placement.png
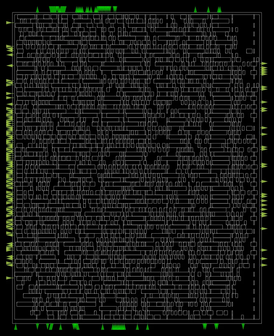
wires.png
Drawn at 1.5 px/µm. Two of the layers only.
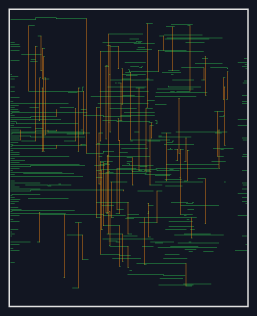
layer_met2.png
Drawn at 2 px/µm.
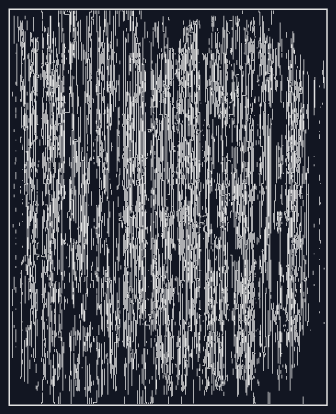
io_placement.png
Drawn at 2 px/µm. Pins as bars across the die edge, other pins in gray.
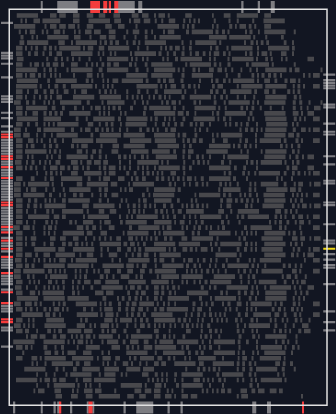
io_fan.png
Drawn at 1.5 px/µm.
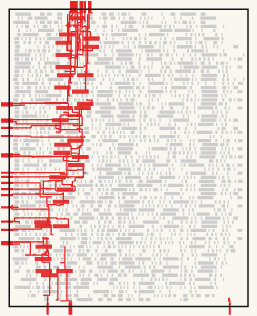
--- src/rtl/v810_pkg.sv ---
// Shared V810 definitions: halfword type, canonical NOP and the instruction
// length decode used by both the prefetch queue and the exec stage.
package v810_pkg;

  typedef logic [15:0] ins_hw_t;

  localparam ins_hw_t NOP_HW = 16'h9A00;

  // Opcode field bits [15:10] select the long (32-bit) encodings.
  function automatic logic is_ins32(input ins_hw_t hw);
    logic [5:0] op;
    op = hw[15:10];
    casez (op)
      6'b101???, 6'b110?0?, 6'b110?11, 6'b1110??, 6'b11110?, 6'b111111:
        return 1'b1;
      default:
        return 1'b0;
    endcase
  endfunction

endpackage

--- src/rtl/v810_prefetch_queue_if.sv ---
// Prefetch queue bus bundle: memory fetch port, redirect and IF/ID handoff.
// master = queue side, slave = memory/decode environment.
interface v810_prefetch_queue_if;

  logic        if_req;
  logic [31:0] if_a;
  logic        if_ack;
  logic [31:0] if_d;
  logic        flush;
  logic [31:0] flush_pc;
  logic        out_valid;
  logic        out_ready;
  logic [31:0] out_ir;
  logic [31:0] out_pc;
  logic        out_len32;

  modport master (
    output if_req, if_a, out_valid, out_ir, out_pc, out_len32,
    input  if_ack, if_d, flush, flush_pc, out_ready
  );

  modport slave (
    input  if_req, if_a, out_valid, out_ir, out_pc, out_len32,
    output if_ack, if_d, flush, flush_pc, out_ready
  );

endinterface

--- src/rtl/v810_hw_fifo.sv ---
// Halfword circular buffer: writes 0-2 and pops 0-2 entries per cycle and
// exposes the two oldest entries. Caller guarantees no overflow or underflow.
module v810_hw_fifo
  import v810_pkg::*;
#(
  parameter int DEPTH_HW = 8
) (
  input  logic                      clk,
  input  logic                      ce,
  input  logic                      clr,
  input  logic [1:0]                push_n,
  input  ins_hw_t                   push_d0,
  input  ins_hw_t                   push_d1,
  input  logic [1:0]                pop_n,
  output ins_hw_t                   head0,
  output ins_hw_t                   head1,
  output logic [$clog2(DEPTH_HW):0] count
);

  localparam int PW = $clog2(DEPTH_HW);
  localparam int CW = PW + 1;
  localparam logic [PW-1:0] PTR_ONE = PW'(1);

  ins_hw_t       mem [DEPTH_HW];
  logic [PW-1:0] wr_ptr;
  logic [PW-1:0] rd_ptr;

  // NOTE: sequential state uses non-blocking assignments so every register
  // samples pre-edge values, independent of block ordering.
  always_ff @(posedge clk) begin
    if (ce) begin
      if (clr) begin
        wr_ptr <= '0;
        rd_ptr <= '0;
        count  <= '0;
      end else begin
        wr_ptr <= wr_ptr + PW'(push_n);
        rd_ptr <= rd_ptr + PW'(pop_n);
        count  <= count + CW'(push_n) - CW'(pop_n);
      end
    end
  end

  // NOTE: storage is not reset; occupancy is tracked by count alone, which
  // keeps the array as plain RAM.
  always_ff @(posedge clk) begin
    if (ce && !clr) begin
      if (push_n != 2'd0) mem[wr_ptr] <= push_d0;
      if (push_n == 2'd2) mem[wr_ptr + PTR_ONE] <= push_d1;
    end
  end

  assign head0 = mem[rd_ptr];
  assign head1 = mem[rd_ptr + PTR_ONE];

endmodule

--- src/rtl/v810_prefetch_queue.sv ---
// V810 instruction prefetch queue: word fetches ahead of decode, one whole
// 16/32-bit instruction per handshake. Optional macro: V810_PFQ_STARVE_CNT_EN.
module v810_prefetch_queue
  import v810_pkg::*;
#(
  parameter int          DEPTH_HW = 8,
  parameter logic [31:0] RESET_PC = 32'h0000_0000
) (
  input  logic                  clk,
  input  logic                  res,
  input  logic                  ce,
  v810_prefetch_queue_if.master bus
`ifdef V810_PFQ_STARVE_CNT_EN
  ,
  output logic [31:0]           starve_cnt
`endif
);

  localparam int             CW      = $clog2(DEPTH_HW) + 1;
  localparam logic [CW-1:0]  DEPTH_C = CW'(DEPTH_HW);
  localparam logic [31:0]    PC_BOOT = RESET_PC & ~32'h1;

  logic [31:0]   fetch_addr;
  logic [31:0]   head_pc;
  logic [31:0]   flush_target;
  logic          started;
  logic [CW-1:0] count;
  logic [CW-1:0] free;
  logic          fetch_done;
  logic          pop_fire;
  logic          clr;
  logic [1:0]    push_n;
  logic [1:0]    pop_n;
  ins_hw_t       push_d0;
  ins_hw_t       push_d1;
  ins_hw_t       head0;
  ins_hw_t       head1;
  logic          head_len32;

  // started keeps IF_REQ low in the first cycle after reset release.
  assign free         = DEPTH_C - count;
  assign bus.if_req   = started && !res && (free >= CW'(2));
  assign bus.if_a     = fetch_addr & ~32'h3;
  assign fetch_done   = bus.if_req && bus.if_ack;
  assign clr          = res || bus.flush;
  assign flush_target = bus.flush_pc & ~32'h1;

  // NOTE: every always_comb output is defaulted first so no path infers a latch.
  always_comb begin
    push_n  = 2'd0;
    push_d0 = bus.if_d[15:0];
    push_d1 = bus.if_d[31:16];
    if (fetch_done) begin
      if (fetch_addr[1]) begin
        // Misaligned redirect target: the low halfword precedes it.
        push_n  = 2'd1;
        push_d0 = bus.if_d[31:16];
      end else begin
        push_n  = 2'd2;
      end
    end
  end

  assign head_len32    = is_ins32(head0);
  assign bus.out_valid = (count != '0) && (!head_len32 || count >= CW'(2));
  assign pop_fire      = bus.out_valid && bus.out_ready;
  assign pop_n         = !pop_fire ? 2'd0 : (head_len32 ? 2'd2 : 2'd1);
  assign bus.out_len32 = bus.out_valid && head_len32;
  assign bus.out_pc    = head_pc;

  always_comb begin
    bus.out_ir = 32'h0;
    if (bus.out_valid) bus.out_ir = head_len32 ? {head1, head0} : {16'h0, head0};
  end

  v810_hw_fifo #(.DEPTH_HW(DEPTH_HW)) u_fifo (
    .clk     (clk),
    .ce      (ce),
    .clr     (clr),
    .push_n  (push_n),
    .push_d0 (push_d0),
    .push_d1 (push_d1),
    .pop_n   (pop_n),
    .head0   (head0),
    .head1   (head1),
    .count   (count)
  );

  always_ff @(posedge clk) begin
    if (ce) begin
      if (res) begin
        started    <= 1'b0;
        fetch_addr <= PC_BOOT;
        head_pc    <= PC_BOOT;
      end else if (bus.flush) begin
        started    <= 1'b1;
        fetch_addr <= flush_target;
        head_pc    <= flush_target;
      end else begin
        started <= 1'b1;
        if (fetch_done) fetch_addr <= fetch_addr + (fetch_addr[1] ? 32'd2 : 32'd4);
        if (pop_fire)   head_pc    <= head_pc + (head_len32 ? 32'd4 : 32'd2);
      end
    end
  end

`ifdef V810_PFQ_STARVE_CNT_EN
  always_ff @(posedge clk) begin
    if (ce) begin
      if (res) begin
        starve_cnt <= '0;
      end else if (bus.out_ready && !bus.out_valid && !bus.flush && starve_cnt != '1) begin
        starve_cnt <= starve_cnt + 32'd1;
      end
    end
  end
`endif

endmodule

--- src/flat_wrapper.sv ---
// flat-port wrapper written by rule: the top's interface ports become plain ports
module v810_prefetch_queue_flat import v810_pkg::*;
#(
  parameter int          DEPTH_HW = 8,
  parameter logic [31:0] RESET_PC = 32'h0000_0000
)
  (clk, res, ce, bus_if_req, bus_if_a, bus_out_valid, bus_out_ir, bus_out_pc, bus_out_len32, bus_if_ack, bus_if_d, bus_flush, bus_flush_pc, bus_out_ready);
  v810_prefetch_queue_if bus_i ();
  input  logic clk;
  input  logic res;
  input  logic ce;
  output wire logic [$bits(bus_i.if_req)-1:0] bus_if_req;
  output wire logic [$bits(bus_i.if_a)-1:0] bus_if_a;
  output wire logic [$bits(bus_i.out_valid)-1:0] bus_out_valid;
  output wire logic [$bits(bus_i.out_ir)-1:0] bus_out_ir;
  output wire logic [$bits(bus_i.out_pc)-1:0] bus_out_pc;
  output wire logic [$bits(bus_i.out_len32)-1:0] bus_out_len32;
  input wire logic [$bits(bus_i.if_ack)-1:0] bus_if_ack;
  input wire logic [$bits(bus_i.if_d)-1:0] bus_if_d;
  input wire logic [$bits(bus_i.flush)-1:0] bus_flush;
  input wire logic [$bits(bus_i.flush_pc)-1:0] bus_flush_pc;
  input wire logic [$bits(bus_i.out_ready)-1:0] bus_out_ready;
  assign bus_if_req = bus_i.if_req;
  assign bus_if_a = bus_i.if_a;
  assign bus_out_valid = bus_i.out_valid;
  assign bus_out_ir = bus_i.out_ir;
  assign bus_out_pc = bus_i.out_pc;
  assign bus_out_len32 = bus_i.out_len32;
  assign bus_i.if_ack = bus_if_ack;
  assign bus_i.if_d = bus_if_d;
  assign bus_i.flush = bus_flush;
  assign bus_i.flush_pc = bus_flush_pc;
  assign bus_i.out_ready = bus_out_ready;
  v810_prefetch_queue #(.DEPTH_HW(DEPTH_HW), .RESET_PC(RESET_PC)) u_core (.clk(clk), .res(res), .ce(ce), .bus(bus_i));
endmodule
--- config.mk ---
export PLATFORM = sky130hd
export DESIGN_NAME = v810_prefetch_queue_flat
export DESIGN_NICKNAME = d
export VERILOG_FILES = /design/src/rtl/v810_pkg.sv /design/src/rtl/v810_prefetch_queue_if.sv /design/src/rtl/v810_hw_fifo.sv /design/src/rtl/v810_prefetch_queue.sv /design/src/flat_wrapper.sv
export SDC_FILE = /design/constraint.sdc
export NUM_CORES = 1
export LEC_CHECK = 0
export ABC_AREA = 1
export CAP_MARGIN = 20
export CELL_PAD_IN_SITES_DETAIL_PLACEMENT = 1
export CELL_PAD_IN_SITES_GLOBAL_PLACEMENT = 1
export CORE_ASPECT_RATIO = 1.25
export CORE_UTILIZATION = 45
export CTS_BUF_LIST = sky130_fd_sc_hd__clkbuf_16
export CTS_CLUSTER_DIAMETER = 150
export DETAILED_ROUTE_END_ITERATION = 10
export GPL_ROUTABILITY_DRIVEN = 0
export PLACE_DENSITY_LB_ADDON = 0.1
export SKIP_LAST_GASP = 1
export SLEW_MARGIN = 30
export SYNTH_ARGS = -nofsm -noshare
export SYNTH_HDL_FRONTEND = slang
export SYNTH_SLANG_ARGS = --single-unit
--- constraint.sdc ---
create_clock -name clk -period 8.7 [get_ports clk]
set_clock_uncertainty 0.1 [all_clocks]
set_input_delay 0.87 -clock clk [delete_from_list [all_inputs] [get_ports clk]]
set_output_delay 0.87 -clock clk [all_outputs]
set_load 0.03 [all_outputs]
==> deck_impl_summary.md <==
Physical Implementation Snapshot

Layout
  • Buffering overhead: 11.8%
  • Non-CTS inverters: about 150
  • MI comb cells: roughly 1300
  • Commonest Layout Cell: nand2_1
  • Top cell category: combinational gates
  • Layout cells sized above 1: 5.59%
  • Non-clk bufs: between 150 and 200
  • Nets: between 1500 and 2000
  • Comb gate area: approximately 0.0063 mm²
  • Registers: a little over 200
  • Clk cell area share: 4.73%
  • Non-Filler Instances: 2298
  • Comb/total area: approximately two fifths
  • Count of clock-net buffers in the final layout: 23
  • Area Overhead vs Synth: 17.5%

Power and ir drop
  • Total power: 2.86 mW
  • Seq pwr: 1.16 mW
  • Clock share of power: between 30 and 40%
  • Comb power frac: 24.0%
  • VDD IR max: roughly 0.14 mV
  • Pint: approximately 2 mW
  • Max power group: registers
  • Comb power: approximately 690 µW
  • Leak: 6.65 nW
  • Clock distribution power: between 1 and 1.5 mW
  • P_sw: roughly 910 µW

Setup path
  • Most frequent CP cell: nand2_1
  • Slowest-stage cell, CP: dfxtp_1
  • Reg2Reg Capture Point: u_core.bus.out_pc[27]
  • Crit-path max cell delay: between 0.9 and 1 ns
  • Critical path depth: 11
  • Crit start category: register
  • FF-to-FF setup slack: between 4 and 5 ns
  • Kind of critical path: reg2out

Timing
  • Max_slew headroom: between 30 and 40%
  • Post-layout min period: between 5 and 6 ns
  • Final Max Tran Viols: 0
  • Worst-Margin Slew: 0.983 ns
  • Final Hold Fails: 0

Yosys
  • Comb area leader: simple AND/OR/NAND/NOR gates
  • Synth Flop Type: edfxtp_1
  • Cells after synthesis: between 1500 and 2000
  • Ys cells: between 1500 and 2000
  • Synth top cell by count: nand2_1
  • Flip-flops with a built-in enable: around 200
  • Yosys adder share: roughly 2.3%
  • Yosys Chip Area: approximately 0.014 mm²
  • Area fraction in xor and xnor cells: approximately 2.2%
  • Synth async-reset ratio: 0%
  • Most area-consuming cells after synthesis: edfxtp_1 (44%), nand2_1 (14%), nand3_1 (6.5%), nor2_1 (6.5%), o21ai_0 (5.7%)
  • Post-Synth Simple-Gate Area: 29.2%
  • Netlist Area Pre-Place: about 0.014 mm²
  • Flops after synth: between 200 and 250
  • Mux area share: 0%
  • Cell type with the largest total area: edfxtp_1
  • Netlist cell types: 45

Die
  • Fp util: 45.7%
  • Io pins: roughly 170
  • Core Region: between 0.03 and 0.04 mm²

GRT
  • Vias in the first global route: around 14000
  • Pin count of the biggest net entering global routing: 71
  • Tot GR Track Use: approximately a third
  • GRT busiest layer: met2
  • GRT met2 Usage: just under 60%
  • GRT met1 Usage: around two fifths
  • Met3 Use GR: ~6%
  • Grt total ovfl: 0

Detailed routing
  • Routed vias/inst: about 5.8
  • Total wire length: slightly above 50 mm
  • Drt initial violations: slightly above 900
  • Via count: ~13000
  • DRT met1 WL: 18.8 mm
  • Remaining antenna violation count: 0
  • Met2 wire length: around 25 mm
  • DRC Markers: 0

Worst hold path
  • Hold Path Class: reg2reg
  • HP Start: u_core.u_fifo.rd_ptr[1]

CTS
  • Cts hold-fix bufs: 0
  • Clock slew at reported path FFs: roughly 0.060 ns
  • CTS root buf: clkbuf_16

Outcome
  • Status: complete, no violations

Place
  • HPWL after DPL: roughly 33 mm
Back to the opening pictures, placement.png:
sequential share of cell area: 37.8%
fillcell total: 3776
Cell Rows: 71
Tapcells: 401

Back to the opening pictures, wires.png:
| layer | color | wire length |
|---|---|---|
| metal 3 | green | 3880 µm |
| metal 4 | orange | 2350 µm |

Back to the opening pictures, layer_met2.png:
main direction: vertical
longest straight run: 103 µm
wire length on this layer: 25.2 mm

Back to the opening pictures, io_placement.png:
| port | color | pins | direction | edge |
|---|---|---|---|---|
| bus_out_pc | red | 32 | output | 18 left, 10 top, 4 bottom |
| bus_out_len32 | yellow | 1 | output | right |

Back to the opening pictures, io_fan.png:
| port | color | bits | direction | end cells | buffers | wire |
|---|---|---|---|---|---|---|
| bus_out_pc | red | 32 | output | 32 | 31 | 1830 µm |

## stage by stage
| step | cell area, µm² | setup WS, ns | hold slack [ns] |
|---|---|---|---|
| floorplan | 13700 | 5.09 | 0.408 |
| global placement | 15300 | 3.87 | 0.482 |
| detailed placement | 15400 | 3.88 | 0.494 |
| CTS | 16100 | 3.58 | 0.504 |
| global route | 16100 | 3.42 | 0.545 |
| finish | 16100 | 3.59 | 0.500 |
## sequential cells by signal (all words and copies together) (netlist names), named ones only
| name | cells |
|---|---|
| u_core.u_fifo.rd_ptr | 3 |
| u_core.u_fifo.wr_ptr | 3 |
| u_core.started | 1 |
| u_core.bus.out_pc | 31 |
| u_core.u_fifo.mem | 128 |
| u_core.u_fifo.count | 4 |
| u_core.fetch_addr | 31 |
Power and IR drop assume default switching activity.
